--- src/rtl/cache_pkg.sv ---
// Shared constants, types and helpers for the cache refill/writeback path.
package cache_pkg;

  localparam int ADDR_W      = 32;
  localparam int LINE_W      = 128;
  localparam int BEAT_W      = 32;
  localparam int BEATS       = LINE_W / BEAT_W;
  localparam int OFFS_W      = 4;
  localparam int IDX_W       = $clog2(BEATS);
  localparam int CNT_W       = $clog2(BEATS + 1);
  localparam int LINE_ADDR_W = ADDR_W - OFFS_W;

  localparam logic [CNT_W-1:0] BEATS_CNT = CNT_W'(BEATS);

  typedef logic [LINE_W-1:0] line_t;
  typedef logic [BEAT_W-1:0] beat_t;

  typedef enum logic [1:0] {
    IDLE,
    BUSY,
    RESP
  } refill_state_e;

  // Byte address of beat idx within the line: line address, beat index, word offset zero.
  function automatic logic [ADDR_W-1:0] beat_addr(input logic [LINE_ADDR_W-1:0] line_addr,
                                                  input logic [IDX_W-1:0]       idx);
    return {line_addr, idx, {(OFFS_W - IDX_W){1'b0}}};
  endfunction

endpackage

--- src/rtl/cache_line_buf.sv ---
// One cache line of storage with whole-line load and beat-granular write/read ports.
module cache_line_buf
  import cache_pkg::*;
(
  input  logic             clk,
  input  logic             rst_n,
  input  logic             load_en,
  input  line_t            load_data,
  input  logic             wr_en,
  input  logic [IDX_W-1:0] wr_idx,
  input  beat_t            wr_data,
  input  logic [IDX_W-1:0] rd_idx,
  output beat_t            rd_data,
  output line_t            line_out
);

  line_t line_q, line_d;

  // Next line contents: a whole-line load wins over a single-beat write.
  always_comb begin
    line_d = line_q;
    if (load_en) begin
      line_d = load_data;
    end else if (wr_en) begin
      line_d[wr_idx*BEAT_W +: BEAT_W] = wr_data;
    end
  end

  // Line storage register, cleared on reset.
  always_ff @(posedge clk or negedge rst_n) begin
    if (!rst_n) begin
      line_q <= '0;
    end else begin
      line_q <= line_d;
    end
  end

  assign rd_data  = line_q[rd_idx*BEAT_W +: BEAT_W];
  assign line_out = line_q;

endmodule

--- src/rtl/cache_refill_ctrl.sv ---
// Splits a line request into word beats on the downstream bus, gathers the
// in-order beat responses and returns a single line response upstream.
module cache_refill_ctrl
  import cache_pkg::*;
(
  input  logic              clk,
  input  logic              rst_n,
  input  logic              req_valid,
  output logic              req_ready,
  input  logic              req_we,
  input  logic [ADDR_W-1:0] req_addr,
  input  logic [LINE_W-1:0] req_wdata,
  output logic              rsp_valid,
  input  logic              rsp_ready,
  output logic [LINE_W-1:0] rsp_rdata,
  output logic              rsp_err,
  output logic              bus_valid,
  input  logic              bus_ready,
  output logic              bus_we,
  output logic [ADDR_W-1:0] bus_addr,
  output logic [BEAT_W-1:0] bus_wdata,
  input  logic              bus_rvalid,
  input  logic [BEAT_W-1:0] bus_rdata,
  input  logic              bus_rerr
);

  refill_state_e          state_q, state_d;
  logic                   we_q, we_d;
  logic [LINE_ADDR_W-1:0] line_addr_q, line_addr_d;
  logic [CNT_W-1:0]       issue_cnt_q, issue_cnt_d;
  logic [CNT_W-1:0]       resp_cnt_q, resp_cnt_d;
  logic                   err_q, err_d;

  logic                   beat_acc;
  logic                   resp_acc;
  logic [CNT_W-1:0]       issued_now;
  logic                   buf_load;
  logic                   buf_wr_en;
  beat_t                  buf_rd_data;
  line_t                  buf_line;
  logic                   addr_offs_unused;

  // The byte offset inside the line carries no information for line requests.
  assign addr_offs_unused = ^req_addr[OFFS_W-1:0];

  assign req_ready  = (state_q == IDLE);
  assign bus_valid  = (state_q == BUSY) && (issue_cnt_q < BEATS_CNT);
  assign bus_we     = bus_valid && we_q;
  assign bus_addr   = bus_valid ? beat_addr(line_addr_q, issue_cnt_q[IDX_W-1:0]) : '0;
  assign bus_wdata  = bus_valid ? buf_rd_data : '0;
  assign rsp_valid  = (state_q == RESP);
  assign rsp_rdata  = (rsp_valid && !we_q) ? buf_line : '0;
  assign rsp_err    = rsp_valid && err_q;

  // A response is only genuine if it matches a beat already issued, counting
  // a beat accepted in this very cycle.
  assign beat_acc   = bus_valid && bus_ready;
  assign issued_now = issue_cnt_q + CNT_W'(beat_acc);
  assign resp_acc   = (state_q == BUSY) && bus_rvalid && (resp_cnt_q < issued_now);

  cache_line_buf u_line_buf (
    .clk       (clk),
    .rst_n     (rst_n),
    .load_en   (buf_load),
    .load_data (req_wdata),
    .wr_en     (buf_wr_en),
    .wr_idx    (resp_cnt_q[IDX_W-1:0]),
    .wr_data   (bus_rdata),
    .rd_idx    (issue_cnt_q[IDX_W-1:0]),
    .rd_data   (buf_rd_data),
    .line_out  (buf_line)
  );

  // Next-state logic: accept in IDLE, issue and collect beats in BUSY, hold the line response in RESP.
  always_comb begin
    state_d     = state_q;
    we_d        = we_q;
    line_addr_d = line_addr_q;
    issue_cnt_d = issue_cnt_q;
    resp_cnt_d  = resp_cnt_q;
    err_d       = err_q;
    buf_load    = 1'b0;
    buf_wr_en   = 1'b0;
    unique case (state_q)
      IDLE: begin
        if (req_valid) begin
          we_d        = req_we;
          line_addr_d = req_addr[ADDR_W-1:OFFS_W];
          issue_cnt_d = '0;
          resp_cnt_d  = '0;
          err_d       = 1'b0;
          buf_load    = 1'b1;
          state_d     = BUSY;
        end
      end
      BUSY: begin
        issue_cnt_d = issued_now;
        if (resp_acc) begin
          buf_wr_en  = !we_q;
          err_d      = err_q | bus_rerr;
          resp_cnt_d = resp_cnt_q + CNT_W'(1);
        end
        if (resp_cnt_d == BEATS_CNT) begin
          state_d = RESP;
        end
      end
      RESP: begin
        if (rsp_ready) begin
          state_d = IDLE;
        end
      end
      default: begin
        state_d = IDLE;
      end
    endcase
  end

  // Control registers with asynchronous return to the idle reset state.
  always_ff @(posedge clk or negedge rst_n) begin
    if (!rst_n) begin
      state_q     <= IDLE;
      we_q        <= 1'b0;
      line_addr_q <= '0;
      issue_cnt_q <= '0;
      resp_cnt_q  <= '0;
      err_q       <= 1'b0;
    end else begin
      state_q     <= state_d;
      we_q        <= we_d;
      line_addr_q <= line_addr_d;
      issue_cnt_q <= issue_cnt_d;
      resp_cnt_q  <= resp_cnt_d;
      err_q       <= err_d;
    end
  end

endmodule
--- config.mk ---
export PLATFORM = sky130hd
export DESIGN_NAME = cache_refill_ctrl
export DESIGN_NICKNAME = d
export VERILOG_FILES = /design/src/rtl/cache_pkg.sv /design/src/rtl/cache_line_buf.sv /design/src/rtl/cache_refill_ctrl.sv
export SDC_FILE = /design/constraint.sdc
export NUM_CORES = 1
export LEC_CHECK = 0
export CAP_MARGIN = 20
export CORE_AREA = 2 2 144 182
export DETAILED_ROUTE_END_ITERATION = 8
export DIE_AREA = 0 0 146 184
export GPL_TIMING_DRIVEN = 0
export PLACE_DENSITY = 0.77
export SLEW_MARGIN = 20
export SYNTH_ARGS = -nofsm -noshare
export SYNTH_HDL_FRONTEND = slang
export SYNTH_SLANG_ARGS = --single-unit
--- constraint.sdc ---
create_clock -name clk -period 3.03 [get_ports clk]
set_input_delay 0.606 -clock clk [delete_from_list [all_inputs] [get_ports clk]]
set_output_delay 0.606 -clock clk [all_outputs]
set_load 0.005 [all_outputs]
### Cell placement

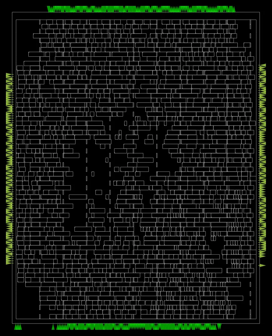
Final Util: 67.1%
Flop Count: 166
fill count: 1973

==> ci_impl_report.md <==
### Flow metrics

| Metric | Value |
|---|---|
| Outcome | `finished with violations` |
| Failing checks | `setup timing` |
| Antenna Violating Nets Remaining | `0` |
| Tool Warnings | `35` |
| XORs/XNORs by Area | `0.177%` |
| Mux area share | `22.1%` |
| Slew Limit Fails | `0` |
| Final hold violation count | `0` |
| # nets final | `1556` |
| Fin cells | `1697` |
| Tot GR Track Use | `30.1%` |
| Worst Reg2Reg Path Length in Cells | `17` |
| Final Power | `13.9 mW` |
| Period utilisation layout | `105%` |
| Gpl congestion | `0.878` |
| Hold-fix buffers at CTS | `0` |
| Worst-path cell chain | `nand2b_4, nor2_4, clkbuf_16, clkbuf_16, and2_4, ha_4, ha_4, xnor2_4, ha_4, nand2_4, o2111ai_4, buf_12, o21ai_4, buf_6, buf_12, buf_8, mux2_4` |
| Post-Route WL | `42500 µm` |
| FP Rows | `65` |
| Buf/Inv on CP | `6` |
| DP HPWL | `28400 µm` |
| Worst path slowest cell | `dfrtp_1` |
| AND/OR/NAND/NOR Cells, Area Fraction | `17.6%` |
| Switching part of the total power | `34.9%` |
| GR Util met1 | `34.8%` |
| Final hold slack | `0.186 ns` |
| Clk pwr share | `14.7%` |
| Comb. cell area | `5960 µm²` |
| DP Area | `14400 µm²` |
| Critical path fanouts, max | `5` |
| Vias/cell | `5.58` |
| Max Clk Rate | `315 MHz` |
| Cells after synthesis | `882` |
| N_diodes | `2` |
| Clock Latency Late Sink | `0.44 ns` |
| Post-CTS Setup Inserts | `32` |
| GRT overflow | `0` |
| Largest net degree at the start of global routing | `89` |
| PnR worst setup slack | `-0.147 ns` |
| Max reg flops | `128` |
| Seq area share | `24.7%` |
| Pre-CTS WS | `-0.445 ns` |
| Mi-comb count | `634` |
| Register area | `4160 µm²` |
| Largest cell class by area | `logic gates` |
| H-tree depth | `4` |
| Pre-Place Util | `39.6%` |
| Critical Path RT | `3.35 ns` |
| Io pins | `397` |
| Post-synth ARST share | `100%` |
| # Taps | `335` |
| CTS Buf Count | `17` |
| Most used logic cell in the final layout | `clkdlybuf4s50_1` |
| DR DRC count | `0` |
| Pwr Density | `829 nW/µm²` |
| Clock-pin slew of the registers on the worst-case setup and hold paths | `0.07 ns` |
| WP depth | `17` |
| Setup crit start | `state_q[0]$_DFFE_PN0P_` |
| Clock buf count | `22` |
| Slowest Stage Delay on Critical Path | `0.42 ns` |
| Seq. pwr | `3.92 mW` |
| Routed vias | `9469` |
| Post-CTS sizing | `252` |
| Synth warn | `0` |
| Comb group | `7.96 mW` |
| Wl on met1 | `15900 µm` |
| Vias in the first global route | `9918` |
| Worst EP arrival | `3.50 ns` |
| WL/cell | `25.0 µm` |
| TNS Setup | `-10.82 ns` |
| Final non-clock buffer share | `34.0%` |
| Dominant logic cell types in the final layout | `clkdlybuf4s50_1, and2_1, dfrtp_1` |
| R2r startpoint | `state_q[0]$_DFFE_PN0P_` |
| Die area | `26900 µm²` |
| Yosys chip area | `9920 µm²` |
| R2r setup slk | `-0.15 ns` |
| Post-synth cell types | `37` |
| Root Buffer | `clkbuf_16` |
| Flop pwr share | `28.1%` |
| Area Growth Syn to Fin | `69.4%` |
| Headroom to the max-slew limit | `37.4%` |
| Post-synth EDFFs | `0` |
| Worst Hold Class | `input port to asynchronous set/reset pin` |
| TritonCTS clock tree | `yes` |
| Worst Setup End Kind | `flip-flop` |
| Finished Cell Area | `16800 µm²` |
| Crit-path leading delay family | `buffers and inverters` |
| Clk pwr | `2.05 mW` |
| Initial DRC Count | `639` |
| Bufs w/o clock | `524` |
| GR Util met3 | `5.98%` |
| Fa+ha+maj area frac | `1.01%` |
| Top cells by area, synth | `dfrtp_1, mux2_2, and2_1` |
| Critical Path End | `u_line_buf.line_out[23]$_DFFE_PN0P_` |
| Max-area cell share | `41.9%` |
| Sink Count | `166` |
| Commonest cells post-synth | `and2_1, dfrtp_1, a22o_1, mux2_2, nand2_1` |
| Combinational share of cell area | `35.4%` |
| Wire length on met2 | `21900 µm` |
| Drt first pass iters | `7` |
| Setup repair after global routing missed its margin | `true` |
| Max Cap Viol | `0` |
| Number of non-clock inverters | `5` |
| Antenna violations before repair | `2` |
| Clock Path Buffers | `2` |
| # placed instances | `1609` |
| GRT Max-Usage Layer | `met2` |
| Quantity of I/O buffers inserted on ports | `390` |
| Setup Viol. Count Final | `129` |
| Setup crit start kind | `flip-flop` |
| Global routing met2 resource utilization | `53.6%` |
| Setup Skew | `0.0106 ns` |
| Comb pwr share | `57.2%` |
| Count leader, synth | `and2_1` |
### Floorplan with the power grid

(2 px per µm) Pins as bars on the die edge.
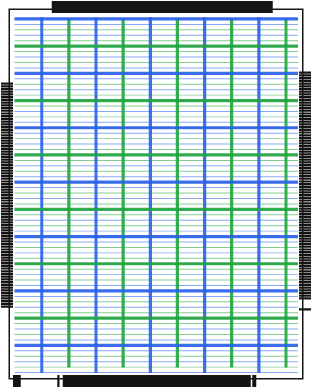
colour	net
green	VDD
blue	VSS
met1 rails	66
met4 straps	10
met5 straps	13
rows	65
signal pins	397
maximum VDD drop: 423 µV
Die Wd: 146 µm
die height: 184 µm
CORE AREA: 25000 µm²

Power and IR drop assume default switching activity.
